## config.mk

```make
export PLATFORM = sky130hd
export DESIGN_NAME = stopwatch_seq
export DESIGN_NICKNAME = d
export VERILOG_FILES = /design/src/rtl/stopwatch_seq.sv
export SDC_FILE = /design/constraint.sdc
export NUM_CORES = 1
export LEC_CHECK = 0
export CAP_MARGIN = 20
export CORE_UTILIZATION = 35
export DETAILED_ROUTE_END_ITERATION = 10
export GPL_TIMING_DRIVEN = 1
export PLACE_DENSITY = 0.63
export SETUP_SLACK_MARGIN = 0.1
export SYNTH_ARGS = -nofsm -noshare
export SYNTH_HDL_FRONTEND = slang
export SYNTH_SLANG_ARGS = --single-unit
```

## constraint.sdc

```tcl
create_clock -name clk -period 5.2 [get_ports clk]
set_input_delay 0.52 -clock clk [delete_from_list [all_inputs] [get_ports clk]]
set_output_delay 0.52 -clock clk [all_outputs]
set_load 0.02 [all_outputs]
```

## src/rtl/stopwatch_seq.sv

```systemverilog
// Stopwatch sequencer: a tick ripples through six BCD digits over a shared external adder, 1-6 cycles per tick.
// One tick can queue during an update (a further one sets tick_ovr); lap capture exists only with STOPWATCH_LAP_EN.
module stopwatch_seq (
  input  logic        clk,
  input  logic        rst_n,
  input  logic        tick,
  input  logic        start_stop,
  input  logic        clear,
  input  logic        lap,
  output logic [3:0]  add_a,
  output logic [3:0]  add_b,
  output logic        add_cin,
  input  logic [3:0]  add_sum,
  input  logic        add_cout,
  output logic [23:0] time_bcd,
  output logic [23:0] lap_bcd,
  output logic        running,
  output logic        busy,
  output logic        wrap,
  output logic        tick_ovr
);

  typedef enum logic {IDLE, UPDATE} state_t;

  state_t      state_q, state_d;
  logic [2:0]  idx_q, idx_d;
  logic        carry_q, carry_d;
  logic        pending_q, pending_d;
  logic        tick_ovr_q, tick_ovr_d;
  logic        running_q, running_d;
  logic        wrap_q, wrap_d;
  logic [23:0] time_q, time_d;
  logic [3:0]  cur_digit, new_digit;
  logic        roll_digit, eff_carry, last_digit;

`ifdef STOPWATCH_LAP_EN
  logic [23:0] lap_q, lap_d;
  logic        lap_pend_q, lap_pend_d;
`endif

  always_comb begin
    cur_digit  = time_q[{idx_q, 2'b00} +: 4];
    // Tens-of-seconds and tens-of-minutes digits count 0..5 only.
    roll_digit = ((idx_q == 3'd3) || (idx_q == 3'd5)) && (add_sum == 4'd6);
    new_digit  = roll_digit ? 4'd0 : add_sum;
    eff_carry  = roll_digit | add_cout;
    last_digit = (idx_q == 3'd5);
  end

  always_comb begin
    state_d    = state_q;
    idx_d      = idx_q;
    carry_d    = carry_q;
    pending_d  = pending_q;
    tick_ovr_d = tick_ovr_q;
    running_d  = running_q;
    wrap_d     = 1'b0;
    time_d     = time_q;
`ifdef STOPWATCH_LAP_EN
    lap_d      = lap_q;
    lap_pend_d = lap_pend_q;
`endif

    if (start_stop) begin
      running_d = ~running_q;
    end

    case (state_q)
      IDLE: begin
        if (running_q && (tick || pending_q)) begin
          state_d   = UPDATE;
          idx_d     = 3'd0;
          carry_d   = 1'b1;
          // A fresh tick arriving alongside a queued one takes the queue slot.
          pending_d = tick & pending_q;
        end
`ifdef STOPWATCH_LAP_EN
        if (lap || lap_pend_q) begin
          lap_d      = time_q;
          lap_pend_d = 1'b0;
        end
`endif
      end
      UPDATE: begin
        time_d[{idx_q, 2'b00} +: 4] = new_digit;
        if (!eff_carry || last_digit) begin
          state_d = IDLE;
          idx_d   = 3'd0;
          carry_d = 1'b0;
          wrap_d  = eff_carry & last_digit;
        end else begin
          idx_d   = idx_q + 3'd1;
          carry_d = eff_carry;
        end
        if (tick && running_q) begin
          if (pending_q) begin
            tick_ovr_d = 1'b1;
          end else begin
            pending_d = 1'b1;
          end
        end
`ifdef STOPWATCH_LAP_EN
        if (lap) begin
          lap_pend_d = 1'b1;
        end
`endif
      end
      default: state_d = IDLE;
    endcase

    if (clear) begin
      state_d    = IDLE;
      idx_d      = 3'd0;
      carry_d    = 1'b0;
      pending_d  = 1'b0;
      tick_ovr_d = 1'b0;
      running_d  = running_q;
      wrap_d     = 1'b0;
      time_d     = 24'd0;
    end
  end

  always_ff @(posedge clk) begin
    if (!rst_n) begin
      state_q    <= IDLE;
      idx_q      <= 3'd0;
      carry_q    <= 1'b0;
      pending_q  <= 1'b0;
      tick_ovr_q <= 1'b0;
      running_q  <= 1'b0;
      wrap_q     <= 1'b0;
      time_q     <= 24'd0;
`ifdef STOPWATCH_LAP_EN
      lap_q      <= 24'd0;
      lap_pend_q <= 1'b0;
`endif
    end else begin
      state_q    <= state_d;
      idx_q      <= idx_d;
      carry_q    <= carry_d;
      pending_q  <= pending_d;
      tick_ovr_q <= tick_ovr_d;
      running_q  <= running_d;
      wrap_q     <= wrap_d;
      time_q     <= time_d;
`ifdef STOPWATCH_LAP_EN
      lap_q      <= lap_d;
      lap_pend_q <= lap_pend_d;
`endif
    end
  end

  assign busy     = (state_q == UPDATE);
  assign add_a    = busy ? cur_digit : 4'd0;
  assign add_cin  = busy & carry_q;
  assign add_b    = 4'd0;
  assign time_bcd = time_q;
  assign running  = running_q;
  assign wrap     = wrap_q;
  assign tick_ovr = tick_ovr_q;

`ifdef STOPWATCH_LAP_EN
  assign lap_bcd = lap_q;
`else
  logic unused_lap;
  assign unused_lap = lap;
  assign lap_bcd    = 24'd0;
`endif

endmodule

```

==> results_slide.txt <==
Flow Results at a Glance

Power and ir drop
  • Switching power: approximately 120 uW
  • Top power group: sequential cells
  • Power share of the clock group: roughly two fifths
  • Power Dens Cells: approximately 210 nW/um^2
  • Switching Fraction: about a quarter
  • Comb. pwr: approximately 48 uW
  • Comb power frac: about a tenth
  • Internal: between 300 and 400 uW
  • Pleak: 0.858 nW
  • Clock Power: approximately 190 uW
  • Peak VDD IR: ~120 uV
  • Pwr Total: ~500 uW

Worst setup path
  • Crit path kind: reg2out
  • Family with the most delay on the worst path: flip-flops
  • CP required: approximately 4.7 ns
  • CP Launch Type: flop
  • WP buf/inv: 2
  • Worst setup EP type: output pin
  • Slowest-stage cell, CP: dfxtp_1
  • End of the critical path: add_a[0]
  • FF-to-FF setup slack: roughly 2.6 ns
  • Worst setup path start: idx_q[0]
  • Reg-to-Reg End: time_bcd[2]
  • CP Depth: 4
  • R2R depth: 6
  • Data arrival, critical path: ~2.5 ns
  • Crit path max fanout: 18
  • CP Cell Sequence: mux4_1, inv_1, o22ai_1, clkdlybuf4s50_1

Final timing
  • Slew HR: between 40% and 50%
  • Setup violators final: 0
  • Min Tclk post-route: 3.04 ns
  • Final Hold Violation Tally: 0
  • RSZ-0062 raised after global routing: no
  • Least-Margin Pin Slew: roughly 0.85 ns
  • Setup TNS: 0 ns
  • Layout Skew: 0.00498 ns
  • Crit share post-route: between 50 and 60%
  • Max frequency: about 330 MHz

Logic synthesis
  • Yosys warnings: 0
  • Fa+ha+maj area frac: under 10%
  • Main logic family: simple AND/OR/NAND/NOR gates
  • Synth mux share: ~16%
  • Cells after Synth: 216
  • Commonest cells in the netlist: dfxtp_1 (33), buf_4 (28), nand2_1 (25), mux2i_1 (21), o21ai_0 (13)
  • Ao+oa area frac: 11.8%
  • Simple Share, Synth: about a fifth
  • Post-synth EDFFs: 0
  • Distinct lib cells used: around 41
  • Async S/R FF share, synth: 0%
  • Most common cell in the synthesized netlist: dfxtp_1
  • Register bit total from synthesis: 33
  • Area share, top type: 34.1%
  • Syn_area_per_cell: about 9 um^2
  • Yosys Instances: roughly 220
  • Post-synth seq share: about a third
  • Top cells, area: dfxtp_1 (34%), buf_4 (11%), mux2i_1 (11%)
  • Ys flop type: dfxtp_1
  • Synthesis area per yosys: ~1900 um^2
  • Cell type with the largest total area: dfxtp_1
  • Post-Synthesis Cell Area: just under 2000 um^2

Clocking
  • Post-CTS sizing: 0
  • Post-CTS Setup Repair Bufs: 0
  • Root Buffer: clkbuf_8
  • TritonCTS Buffers: 5
  • Clk buf depth: 2
  • CTS tree: yes
  • Hold-fix buffers, CTS: 0
  • Sink Count: 33
  • H-tree Lvls: 2
  • Latency at later pin: ~0.29 ns
  • CTS clk-pin slew, worst paths: roughly 0.060 ns

Die
  • TAP cells: 70
  • Die Height: between 70 and 80 um
  • Initial Utilization: about 37%
  • Core area: 5200 um^2
  • Num ports: 72
  • Die area: 5830 um^2
  • Row cnt: 26

Status
  • Outcome: finished clean

Min path
  • Hold_sp: time_bcd[9]
  • Hold path depth: 2
  • Hold EP: time_bcd[9]
  • Worst hold-check path type: reg2reg

Final layout
  • Area-dominant class: multi-input combinational cells
  • Nets@finish: ~270
  • Area Overhead vs Synth: 22.0%
  • Antenna cells: 0
  • Clock network area share: under 10%
  • Number of non-clock inverters: 7
  • Comb area share: a little under half
  • Gate Area: around 1100 um^2
  • Flop count: 33
  • Non-clk bufs: 43
  • Multi-input gates: around 160
  • Clkbuf count: 7
  • Non-Clock Buffer Area Fraction: 18.1%
  • Storage element area: 661 um^2
  • Fill cell count: about 540
  • Share of cells above drive strength 1: about 5.5%

Detailed routing
  • DR pass1 iterations: 5
  • 1st-iter DRT viols: 75
  • DRC Markers: 0
  • Vias per cell: between 4 and 5

Global route
  • First-pass GRT wire length: 7180 um
  • Antenna violations before repair: 0
  • Vias in the first global route: between 1000 and 1500
  • Total congestion overflow: 0
  • Largest net degree at the start of global routing: 26

Placement
  • IO Port Bufs: approximately 42
  • Gpl congestion: between 0.8 and 0.9
  • DP HPWL: between 3000 and 4000 um

Run
  • # Max-Cap Violations: 0
==> layout by cell type, fill, tap and decap left out, types with 2 or more instances in the layout <==
cell type | netlist | final
clkdlybuf4s50_1 | 0 | 42
dfxtp_1 | 33 | 33
conb_1 | 1 | 28
nand2_1 | 25 | 25
mux2i_1 | 21 | 21
o21ai_0 | 13 | 13
nand3_1 | 12 | 12
a21oi_1 | 9 | 9
inv_1 | 7 | 7
clkbuf_8 | 0 | 6
o211ai_1 | 5 | 5
nor2_1 | 5 | 5
o22ai_1 | 4 | 4
and2_1 | 4 | 4
nor2b_1 | 4 | 4
ha_1 | 4 | 4
nand2b_1 | 3 | 3
a211oi_1 | 3 | 3
nor3b_1 | 3 | 3
mux4_2 | 2 | 2
mux4_1 | 2 | 2
==> metrics by stage <==
stage / instance area (um^2) / setup slack [ns] / cells / utilization (%) / hold slack [ns]
finish: 2360 / 2.16 / 324 / 45.4 / 0.476
global route: 2360 / 2.03 / 324 / 45.4 / 0.496
CTS: 2360 / 2.16 / 324 / 45.4 / 0.476
detailed placement: 2280 / 2.47 / 317 / 43.7 / 0.465
global placement: 2280 / 2.47 / 317 / 43.7 / 0.459
floorplan: 2040 / 3.01 / 243 / - / 0.470
==> registers in the layout, indices dropped and copies added, names as in the netlist <==
| register | cells |
|---|---|
| busy | 1 |
| carry_q | 1 |
| idx_q | 3 |
| pending_q | 1 |
| running | 1 |
| tick_ovr | 1 |
| time_bcd | 24 |
| wrap | 1 |
==> layer usage <==
metal | global-route usage [%] | wire length, um | vias up | part of all wire [%]
met3 | 3.71 | 231 | 7 | 5.2
met2 | 25.2 | 2020 | 54 | 46
met5 | 0 | 0 | - | 0
li1 | - | - | 781 | -
met1 | 20.9 | 2100 | 731 | 47
met4 | 5.77 | 70 | 0 | 1.6
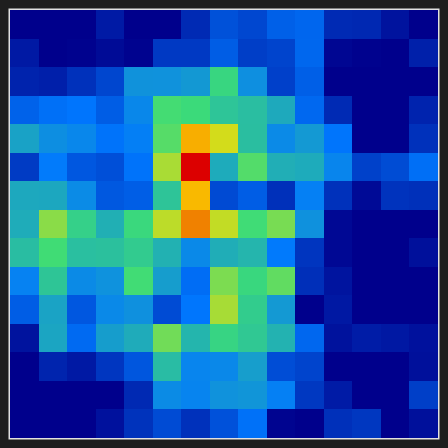
Figure 1: routed metal per tile.
15 x 15 tiles, from dark blue (low) to red (high), scaled to the fullest tile. Values are wire area over tile area, all layers added.
mean over tiles = 0.12
emptiest ninth of the die = lower right
tiles over half the peak = 8.9%
fullest tile = 0.56
nearly empty tiles = 22%
final wirelength: 4420 um
vias post-DR: 1573
GRT Overall Usage: 15.9%
DR WL/cell: 13.7 um

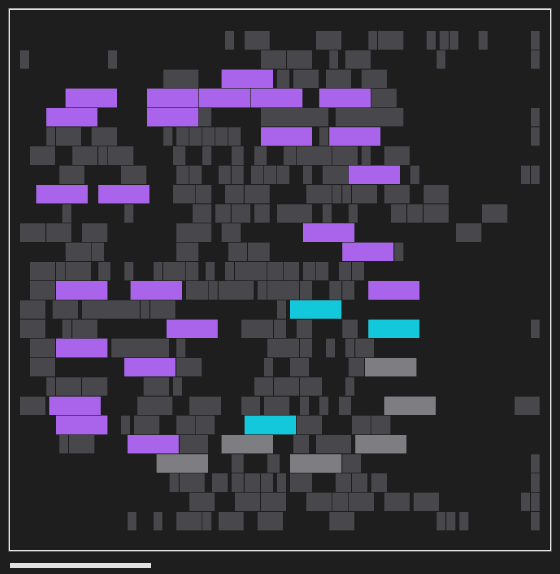
Figure 2: sequential cells grouped by signal name.
Bar = 20 um.
cyan -> idx_q  # sequential cells 3
purple -> time_bcd  # sequential cells 24
not colored = 6
Final Core Density: 45.4%
Seq power: 256 uW

Power figures rest on the tool's default switching activity, not on a simulated workload.
